**Run 1: port wiring**

Scale: 4 px per micron.
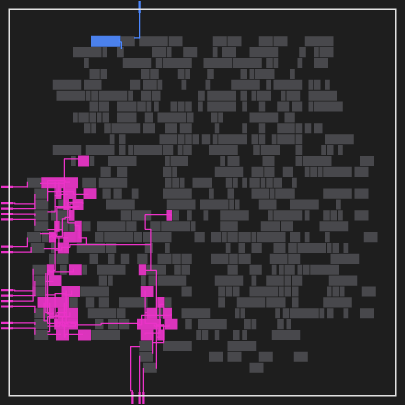
**Run 1: placed standard cells**

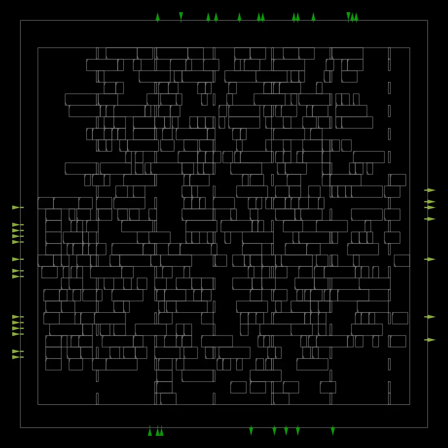
**Run 1: drive-strength map**

Scale: 4 px per micron.
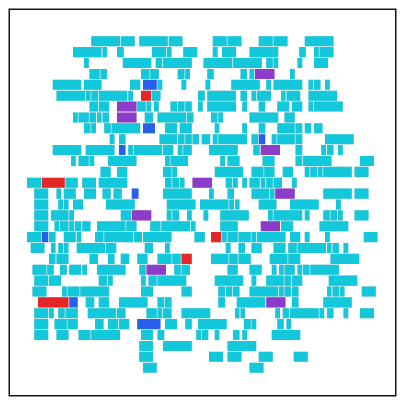
**Run 1: cell area per tile**

Scale: 4 px per micron. The die is cut into 10 by 10 equal tiles; dark blue is low, red is high, 0 to 100% covered.
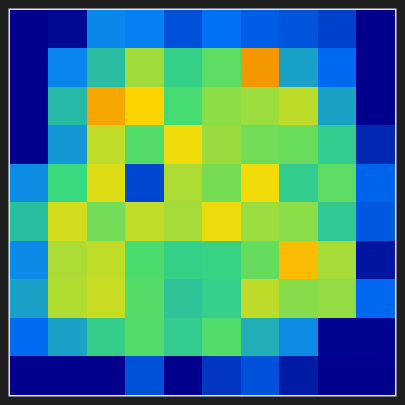
===== config.mk =====
export PLATFORM = sky130hd
export DESIGN_NAME = lector_resultado_bcd_flat
export DESIGN_NICKNAME = d
export VERILOG_FILES = /design/src/rtl/lector_resultado_bcd_if.sv /design/src/rtl/lector_resultado_bcd.sv /design/src/flat_wrapper.sv
export SDC_FILE = /design/constraint.sdc
export NUM_CORES = 1
export LEC_CHECK = 0
export CORE_MARGIN = 4
export CORE_UTILIZATION = 40
export DETAILED_ROUTE_END_ITERATION = 6
export GPL_ROUTABILITY_DRIVEN = 0
export PLACE_DENSITY = 0.63
export SYNTH_ARGS = -nofsm -noshare
export SYNTH_HDL_FRONTEND = slang
export SYNTH_SLANG_ARGS = --single-unit

===== constraint.sdc =====
create_clock -name clk -period 3.3 [get_ports clk]
set_clock_uncertainty 0.05 [all_clocks]
set_input_delay 0.66 -clock clk [delete_from_list [all_inputs] [get_ports clk]]
set_output_delay 0.66 -clock clk [all_outputs]
set_load 0.005 [all_outputs]

===== src/rtl/lector_resultado_bcd_if.sv =====
// Bus between the multiplier register bank and the BCD result reader.
// The bank side drives the product and its done flag. The reader side returns
// the converted digits and its status.
interface lector_resultado_bcd_if #(
    parameter int WIDTH  = 16,
    parameter int DIGITS = 5
);
    logic signed [WIDTH-1:0]    resultado;
    logic                       done;
    logic        [4*DIGITS-1:0] bcd;
    logic                       negativo;
    logic                       bcd_valid;
    logic                       busy;

    // Register bank / display side
    modport master (
        output resultado, done,
        input  bcd, negativo, bcd_valid, busy
    );

    // Reader side
    modport slave (
        input  resultado, done,
        output bcd, negativo, bcd_valid, busy
    );
endinterface


===== src/rtl/lector_resultado_bcd.sv =====
// BCD result reader.
// On a rising edge of done, the module captures the signed product and splits
// it into a sign and a magnitude. It then converts the magnitude to packed BCD
// with a sequential double-dabble, doing one bit per clock. The completed
// digits, the sign and bcd_valid hold their values until the next capture.
module lector_resultado_bcd #(
    parameter int WIDTH  = 16,
    parameter int DIGITS = 5
) (
    input  logic                  clk,
    input  logic                  rst,
    lector_resultado_bcd_if.slave bus
);
    localparam int BW = 4 * DIGITS;
    localparam int CW = (WIDTH > 1) ? $clog2(WIDTH) : 1;
    localparam logic [CW-1:0] LAST_ITER = CW'(WIDTH - 1);

    typedef enum logic [1:0] {IDLE, SHIFT, FIN} state_t;

    state_t          state_reg, state_next;
    logic [CW-1:0]   cnt_reg, cnt_next;
    logic [WIDTH-1:0] mag_reg, mag_next;
    logic [BW-1:0]   scratch_reg, scratch_next;
    logic            sign_reg, sign_next;
    logic            done_prev_reg;
    logic [BW-1:0]   bcd_reg, bcd_next;
    logic            negativo_reg, negativo_next;
    logic            valid_reg, valid_next;
    logic            busy_reg, busy_next;

    logic            trigger;
    logic [WIDTH-1:0] abs_in;
    logic [BW-1:0]   scratch_adj;

    // A level that stays high fires only once. done_prev starts at 0, so a
    // done that is already high when reset is released also counts as an edge.
    assign trigger = bus.done & ~done_prev_reg;

    // Two's-complement magnitude. The most negative value wraps to itself,
    // and as an unsigned number that is the correct magnitude.
    assign abs_in = bus.resultado[WIDTH-1] ? (~bus.resultado + WIDTH'(1))
                                           : bus.resultado;

    // Double-dabble correction: every digit of 5 or more gets 3 added before the shift.
    generate
        for (genvar gi = 0; gi < DIGITS; gi++) begin : g_dabble
            assign scratch_adj[4*gi +: 4] = (scratch_reg[4*gi +: 4] >= 4'd5)
                                          ? scratch_reg[4*gi +: 4] + 4'd3
                                          : scratch_reg[4*gi +: 4];
        end
    endgenerate

    // State register
    always_ff @(posedge clk) begin
        if (rst) state_reg <= IDLE;
        else     state_reg <= state_next;
    end

    // Next-state logic: triggers that arrive outside IDLE are dropped, not queued
    always_comb begin
        state_next = state_reg;
        case (state_reg)
            IDLE:    if (trigger) state_next = SHIFT;
            SHIFT:   if (cnt_reg == LAST_ITER) state_next = FIN;
            FIN:     state_next = IDLE;
            default: state_next = IDLE;
        endcase
    end

    // Datapath and output next values for each state
    always_comb begin
        cnt_next      = cnt_reg;
        mag_next      = mag_reg;
        scratch_next  = scratch_reg;
        sign_next     = sign_reg;
        bcd_next      = bcd_reg;
        negativo_next = negativo_reg;
        valid_next    = valid_reg;
        busy_next     = busy_reg;
        case (state_reg)
            IDLE: begin
                if (trigger) begin
                    mag_next     = abs_in;
                    sign_next    = bus.resultado[WIDTH-1];
                    scratch_next = '0;
                    cnt_next     = '0;
                    busy_next    = 1'b1;
                    valid_next   = 1'b0;
                end
            end
            SHIFT: begin
                scratch_next = {scratch_adj[BW-2:0], mag_reg[WIDTH-1]};
                mag_next     = {mag_reg[WIDTH-2:0], 1'b0};
                cnt_next     = cnt_reg + CW'(1);
            end
            FIN: begin
                bcd_next      = scratch_reg;
                negativo_next = sign_reg;
                valid_next    = 1'b1;
                busy_next     = 1'b0;
            end
            default: ;
        endcase
    end

    // Datapath, edge-detect and output registers; reset aborts any conversion
    always_ff @(posedge clk) begin
        if (rst) begin
            cnt_reg       <= '0;
            mag_reg       <= '0;
            scratch_reg   <= '0;
            sign_reg      <= 1'b0;
            done_prev_reg <= 1'b0;
            bcd_reg       <= '0;
            negativo_reg  <= 1'b0;
            valid_reg     <= 1'b0;
            busy_reg      <= 1'b0;
        end else begin
            cnt_reg       <= cnt_next;
            mag_reg       <= mag_next;
            scratch_reg   <= scratch_next;
            sign_reg      <= sign_next;
            done_prev_reg <= bus.done;
            bcd_reg       <= bcd_next;
            negativo_reg  <= negativo_next;
            valid_reg     <= valid_next;
            busy_reg      <= busy_next;
        end
    end

    assign bus.bcd       = bcd_reg;
    assign bus.negativo  = negativo_reg;
    assign bus.bcd_valid = valid_reg;
    assign bus.busy      = busy_reg;
endmodule


===== src/flat_wrapper.sv =====
// flat-port wrapper written by rule: the top's interface ports become plain ports
module lector_resultado_bcd_flat 
#(
    parameter int WIDTH  = 16,
    parameter int DIGITS = 5
)
  (clk, rst, bus_resultado, bus_done, bus_bcd, bus_negativo, bus_bcd_valid, bus_busy);
  lector_resultado_bcd_if #(.WIDTH(WIDTH), .DIGITS(DIGITS)) bus_i ();
  input  logic clk;
  input  logic rst;
  input wire logic [$bits(bus_i.resultado)-1:0] bus_resultado;
  input wire logic [$bits(bus_i.done)-1:0] bus_done;
  output wire logic [$bits(bus_i.bcd)-1:0] bus_bcd;
  output wire logic [$bits(bus_i.negativo)-1:0] bus_negativo;
  output wire logic [$bits(bus_i.bcd_valid)-1:0] bus_bcd_valid;
  output wire logic [$bits(bus_i.busy)-1:0] bus_busy;
  assign bus_i.resultado = bus_resultado;
  assign bus_i.done = bus_done;
  assign bus_bcd = bus_i.bcd;
  assign bus_negativo = bus_i.negativo;
  assign bus_bcd_valid = bus_i.bcd_valid;
  assign bus_busy = bus_i.busy;
  lector_resultado_bcd #(.WIDTH(WIDTH), .DIGITS(DIGITS)) u_core (.clk(clk), .rst(rst), .bus(bus_i));
endmodule

==> flow_summary.ini, run 1 <==
; synthesis and place-and-route metrics
[setup_path]
worst-path-max-fanout = 37
r2r_start = u_core.done_prev_reg
rr_worst_depth = 4
worstSetupPathType = in2reg
start_kind = input pin

[status]
status = complete, no violations

[power]
p_per_area_mw_per_mm2 = 419
p_comb_frac = 0.097
total_leakage_power_uw = 0.00130
power.share.switching = 0.250
p_switching_uw = 391
p_clk_frac = 0.366

[global_routing]
grt_pass1_wl_microns = 11200
overflow = 0
grt_max_degree = 43

[cts]
cts-resized-gates = 0
cts_setup_buffers = 0
cts_hold_buf = 0
insertion_delay_ps = 330
cts_max_level = 3
root_buffer = clkbuf_8

[final_layout]
bufAreaShareNonClock = 0.115
fillers = 729
drive_above_1_share = 0.0558
nFlopsAndLatches = 67
buffers_excl_clock = 44
final_util = 0.504

[run]
warnings = 31

[routing]
ant_nets = 0
vias = 2707
dr.pass1.iters = 4

[sta]
fin_tns_setup_ps = 0
finalSetupViolations = 0

[synthesis]
ys_top_cells_by_area = dfxtp_1, nand2_1, a21oi_1
post-synth-top-area-fraction = 0.431
syn_inst = 377
post-synth-top-area-cell = dfxtp_1
ys_types = 39
syn_area_sq_mm = 0.00311

[die]
tapCellCount = 99
die_h_microns = 96.2
initCoreUtil = 0.420
Notes on 'port wiring' above:
legend:
  `bus_bcd_valid`:
    colour: blue
    bits: 1
    direction: output
    end_cells: 1
    buffers: 1
    wire: 10.9 microns
  `bus_resultado`:
    colour: magenta
    bits: 16
    direction: input
    end_cells: 39
    buffers: 16
    wire: 529 microns
IO Port Bufs: 41
IO Count: 42

Notes on 'placed standard cells' above:
Core ar.: 0.00741 sq mm
Cell Count, Final, Fillers Out: 511

Notes on 'drive-strength map' above:
legend:
  _0 and _1 cells:
    colour: cyan
    cells: 389
    share: 94%
  _6 and larger:
    colour: purple
    cells: 10
    share: 2.4%
  _2 cells:
    colour: blue
    cells: 8
    share: 1.9%
  _3 and _4 cells:
    colour: red
    cells: 5
    share: 1.2%

Notes on 'cell area per tile' above:
nearly empty tiles: 16%
densest ninth of the die: centre
tiles over 75% full: 4.0%
mean over tiles: 39%

==> run 1: stage by stage <==
step                      setup WS [ps]  hold slack, ps
after global routing                698             422
after global placement              656             390
after detailed placement            580             397
final                               903             403
after CTS                           919             407
after floorplan                    1370             382
==> run 1: power groups by stage <==
stage / logic (uW) / clock network [uW] / registers [uW]
2_1_floorplan: 97.4 / 0 / 856
3_3_place_gp: 148 / 0 / 858
3_5_place_dp: 152 / 0 / 858
4_1_cts: 152 / 589 / 840
5_1_grt: 168 / 624 / 842
6_report: 151 / 572 / 840
==> run 1: cells by family after synthesis <==
| group | count (synthesis) | share of synthesized area |
|---|---|---|
| fa+ha+maj | 12 | 0.0482 |
| mux | 1 | 0.00322 |
| simple gates | 128 | 0.190 |
| flops | 67 | 0.431 |
| buf+inv | 39 | 0.0490 |
| compound gates | 108 | 0.217 |
| xor+xnor | 22 | 0.0619 |
==> run 1: worst max-delay path: cells and delay by family <==
| family | cells | cell delay, ps |
|---|---|---|
| buffers and inverters | 1 | 470 |
| and+or+nand+nor | 2 | 420 |
| AOI/OAI and AO/OA | 2 | 990 |
==> run 1: layer usage <==
| metal | part of all wire | vias up | track usage |
|---|---|---|---|
| li1 | - | 1377 | - |
| met1 | 0.44 | 1269 | 0.183 |
| met2 | 0.51 | 49 | 0.269 |
| met3 | 0.037 | 12 | 0.0305 |
| met4 | 0.017 | 0 | 0.0770 |
| met5 | 0 | - | 0 |
==> run 1: placed cells by master (no fill, tap or decap), types with 11 or more instances in the layout <==
cell type        count
nor2_1              25
inv_1               15
dfxtp_1             67
o22ai_1             11
ha_1                12
clkdlybuf4s50_1     40
nand2_1             61
a21oi_1             39
xor2_1              12
a22oi_1             20
o21ai_0             16
==> run 2: changes to the inputs <==
--- a/config.mk
+++ b/config.mk
@@ -9,7 +9,7 @@
 export CORE_UTILIZATION = 40
 export DETAILED_ROUTE_END_ITERATION = 6
 export GPL_ROUTABILITY_DRIVEN = 0
-export PLACE_DENSITY = 0.63
+export PLACE_DENSITY = 0.66
 export SYNTH_ARGS = -nofsm -noshare
 export SYNTH_HDL_FRONTEND = slang
 export SYNTH_SLANG_ARGS = --single-unit
==> constraint.sdc (replaced) <==
create_clock -name clk -period 2.04 [get_ports clk]
set_clock_uncertainty 0.05 [all_clocks]
set_input_delay 0.408 -clock clk [delete_from_list [all_inputs] [get_ports clk]]
set_output_delay 0.408 -clock clk [all_outputs]
set_load 0.005 [all_outputs]
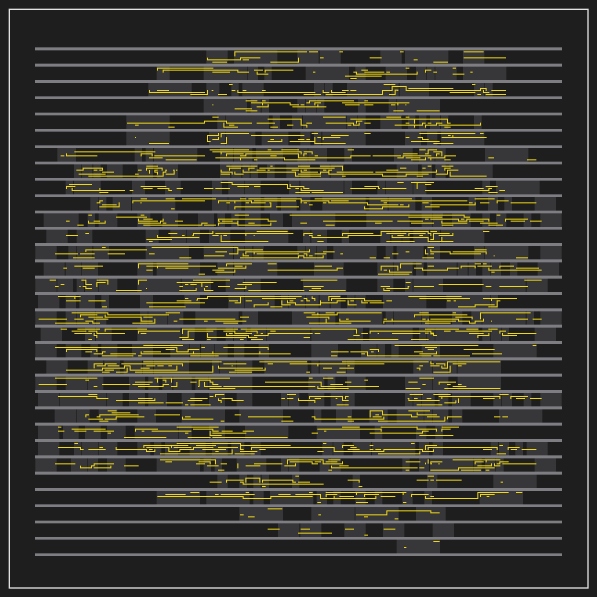
**Above:** run 2 (the metal 1 layer).
Scale: 6 px per micron. Supply wires on this layer in grey. Cells faint in the background.
main direction: horizontal
wire length on this layer: 3220 microns

==> run 2 against run 1 <==
Against the previous run: register-to-register slack got worse by 910 ps; count of clock-buffer cells in the layout decreased by 2; total power increased by 63%; flip-flop count unchanged.
==> flow_summary.ini, run 2 <==
; synthesis and place-and-route metrics
[status]
status = complete, no violations

[global_routing]
grt_pass1_wl_microns = 11800
overflow = 0
gr-usage-met1 = 0.192
busiest_layer = met2

[synthesis]
syn_area_sq_mm = 0.00311
syn_inst = 377
ys_top_cells_by_area = dfxtp_1, nand2_1, a21oi_1
ys_types = 39
post-synth-top-area-fraction = 0.431

[cts]
root_buffer = clkbuf_8
cts_setup_buffers = 0
cts_max_level = 3
cts_hold_buf = 0

[routing]
vias = 2797
dr.pass1.iters = 5
ant_nets = 0

[setup_path]
worst-path-max-fanout = 2
worstSetupPathType = in2reg

[die]
pin_count = 42
initCoreUtil = 0.420
core_sq_mm = 0.00741

[final_layout]
most-common-layout-cells = dfxtp_1, nand2_1, clkdlybuf4s50_1
drive_above_1_share = 0.118
final_util = 0.531
layout.cells.most_common = dfxtp_1

[place]
io_buffers = 41

[sta]
finalSetupViolations = 0
fin_ws_ps = 188
fin_tns_setup_ps = 0

[power]
p_per_area_mw_per_mm2 = 646
total_leakage_power_uw = 0.00144

[run]
warnings = 31
run 2: cells by family (layout without fill, tap and decap cells):
kind of cell,count (synthesis),after routing,share of synthesized area
flip-flops,67,67,0.431
multiplexers,1,1,0.00322
AND-OR/OR-AND,108,108,0.217
adder cells (fa/ha/maj),12,12,0.0482
buffers and inverters,39,102,0.0490
AND/OR/NAND/NOR,128,128,0.190
XOR/XNOR,22,22,0.0619
run 2: worst max-delay path, cell delays in order:
cell,delay [ps]
clkdlybuf4s50_1,460
nor4_4,320
nand2_2,90
o31ai_1,270
xor2_1,100
a2111oi_1,380
run 2: metal layers:
| layer | wire length, microns | up-vias |
|---|---|---|
| met5 | 0 | - |
| met4 | 83 | 0 |
| met3 | 302 | 6 |
| met2 | 3260 | 62 |
| met1 | 3220 | 1300 |
| li1 | - | 1429 |
run 2: metrics by stage:
stage / total power [uW] / hold WS, ps
after floorplan: 1540 / 382
after global placement: 1670 / 391
after detailed placement: 1680 / 395
after CTS: 2570 / 405
after global routing: 2660 / 421
final: 2540 / 401
run 2: power by group:
part / switching, uW / leakage [uW] / internal (uW)
Combinational: 157 / 0.000814 / 132
Sequential: 19.1 / 0.000543 / 1340
Clock: 474 / 0.0000815 / 419
Total: 650 / 0.00144 / 1890
run 2: final timing paths:
check,start,end,slack (ps)
worst max-delay path,bus_resultado[8],u_core.mag_reg[13],190
worst min-delay path,u_core.sign_reg,u_core.bus.negativo,400
worst max register to register,u_core.scratch_reg[13],u_core.scratch_reg[14],430
worst min register to register,u_core.sign_reg,u_core.bus.negativo,400
run 2: final cells by class:
class	count	area (sq um)
inverters	15	56.3
flip-flops and latches	67	1340
clock buffers	10	128
fillers	728	3470
well taps	99	124
repair buffers	73	646
clock inverters	4	20.0
multi-input cells	271	1620
==> run 3: changes to the inputs <==
--- a/config.mk
+++ b/config.mk
@@ -5,11 +5,13 @@
 export SDC_FILE = /design/constraint.sdc
 export NUM_CORES = 1
 export LEC_CHECK = 0
+export ABC_AREA = 1
+export ABC_CLOCK_PERIOD_IN_PS = 1880
 export CORE_MARGIN = 4
 export CORE_UTILIZATION = 40
 export DETAILED_ROUTE_END_ITERATION = 6
 export GPL_ROUTABILITY_DRIVEN = 0
-export PLACE_DENSITY = 0.66
+export PLACE_DENSITY = 0.63
 export SYNTH_ARGS = -nofsm -noshare
 export SYNTH_HDL_FRONTEND = slang
 export SYNTH_SLANG_ARGS = --single-unit
==> constraint.sdc (replaced) <==
create_clock -name clk -period 1.88 [get_ports clk]
set_clock_uncertainty 0.05 [all_clocks]
set_input_delay 0.376 -clock clk [delete_from_list [all_inputs] [get_ports clk]]
set_output_delay 0.376 -clock clk [all_outputs]
set_load 0.005 [all_outputs]
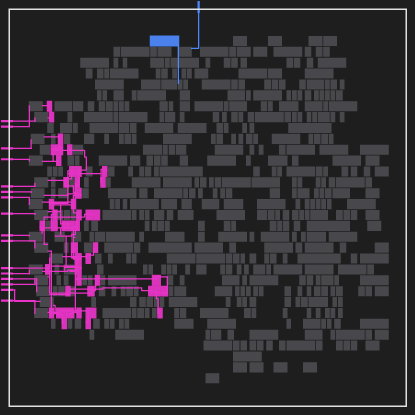
**Above:** run 3 (port wiring).
Scale: 4 px per micron.
legend:
  `bus_bcd_valid`:
    colour: blue
    bits: 1
    direction: output
    end_cells: 1
    buffers: 1
    wire: 21.1 microns
  `bus_resultado`:
    colour: magenta
    bits: 16
    direction: input
    end_cells: 48
    buffers: 19
    wire: 487 microns

==> run 3 against run 2 <==
Against the previous run: global-route usage is 0.65 points lower; sequential power up 9%; critical path depth down 5; synthesized area is 6.1% higher; worst setup slack better by 74 ps; die size up 5.6%; core utilization rose by 0.71 points; critical endpoint is now bus_busy; largest cell class unchanged.
==> flow_summary.ini, run 3 <==
; synthesis and place-and-route metrics
[cts]
root_buffer = clkbuf_8
cts_max_level = 3
cts_setup_buffers = 0

[setup_path]
reg2reg_setup_slack_ps = 350
cp_slowest_cell = clkdlybuf4s50_1
timing.rr.end = u_core.scratch_reg[8]
r2r_start = u_core.state_reg[0]
critical-path-max-stage-delay_ps = 510
worstSetupPathType = reg2out
critical_path.top_delay_family = buffers and inverters
crit_buf_inv = 1
worst-path-max-fanout = 2

[sta]
finalSetupViolations = 0
fin_tns_setup_ps = 0
fin_ws_ps = 262

[run]
warnings = 31

[die]
initCoreUtil = 0.419
pin_count = 42
core_sq_mm = 0.00789

[global_routing]
busiest_layer = met2
gr-usage-met1 = 0.193
overflow = 0
grt_pass1_wl_microns = 12500

[final_layout]
most-common-layout-cells = nand2_1, dfxtp_1, inv_1
drive_above_1_share = 0.0793
final_util = 0.538

[synthesis]
post-synth-top-area-fraction = 0.406
syn_inst = 485
ys_top_cells_by_area = dfxtp_1, nand2_1, o21ai_0

[power]
seqPwrFrac = 0.414
p_comb_frac = 0.106
p_int_uw = 2770
p_per_area_mw_per_mm2 = 843
total_leakage_power_uw = 0.00177

[routing]
dr.pass1.iters = 4

[status]
status = complete, no violations

[place]
io_buffers = 41
run 3: worst max path at each step:
stage | start | end | slack (ps) | depth (start not counted)
finish | u_core.bus.busy | bus_busy | 260 | 1
global route | u_core.bus.bcd[12] | bus_bcd[12] | 200 | 1
CTS | u_core.bus.busy | bus_busy | 240 | 1
detailed placement | bus_resultado[0] | u_core.mag_reg[14] | 0.8 | 10
global placement | bus_resultado[0] | u_core.mag_reg[14] | 30 | 10
floorplan | bus_resultado[0] | u_core.mag_reg[14] | 540 | 9
run 3: stage by stage:
stage	hold slack (ps)	total power [uW]	cell area (sq um)
after floorplan	376	1730	3300
after global placement	390	1890	3960
after detailed placement	398	1900	3960
after CTS	408	3610	4250
after global routing	442	3720	4250
final	408	3580	4250
run 3: cell type report:
class | instances | area (sq um)
Inverter | 59 | 221
Timing Repair Buffer | 60 | 616
Fill cell | 782 | 3640
Sequential cell | 67 | 1340
Multi-Input combinational cell | 340 | 1650
Clock buffer | 9 | 124
Tap cell | 102 | 128
Clock inverter | 7 | 164
run 3: kinds of logic (layout without fill, tap and decap cells):
group,Yosys count,after routing,share of synthesized area
AND-OR/OR-AND,117,117,0.184
XOR/XNOR,5,5,0.0133
adder cells (fa/ha/maj),12,12,0.0455
buffers and inverters,78,135,0.0940
flip-flops,67,67,0.406
AND/OR/NAND/NOR,206,206,0.257
run 3: metal layers:
metal | vias to the layer above | part of all wire
met3 | 11 | 0.036
met2 | 47 | 0.47
met1 | 1384 | 0.48
li1 | 1663 | -
met4 | 0 | 0.019
met5 | - | 0
run 3: power by group through the flow:
stage                     Combinational (uW)  Clock [uW]  Sequential [uW]
final                                    379        1720             1480
after detailed placement                 381           0             1520
after global routing                     424        1810             1490
after CTS                                383        1740             1480
after global placement                   377           0             1510
after floorplan                          220           0             1510
Power is estimated from default activity; no workload was simulated.
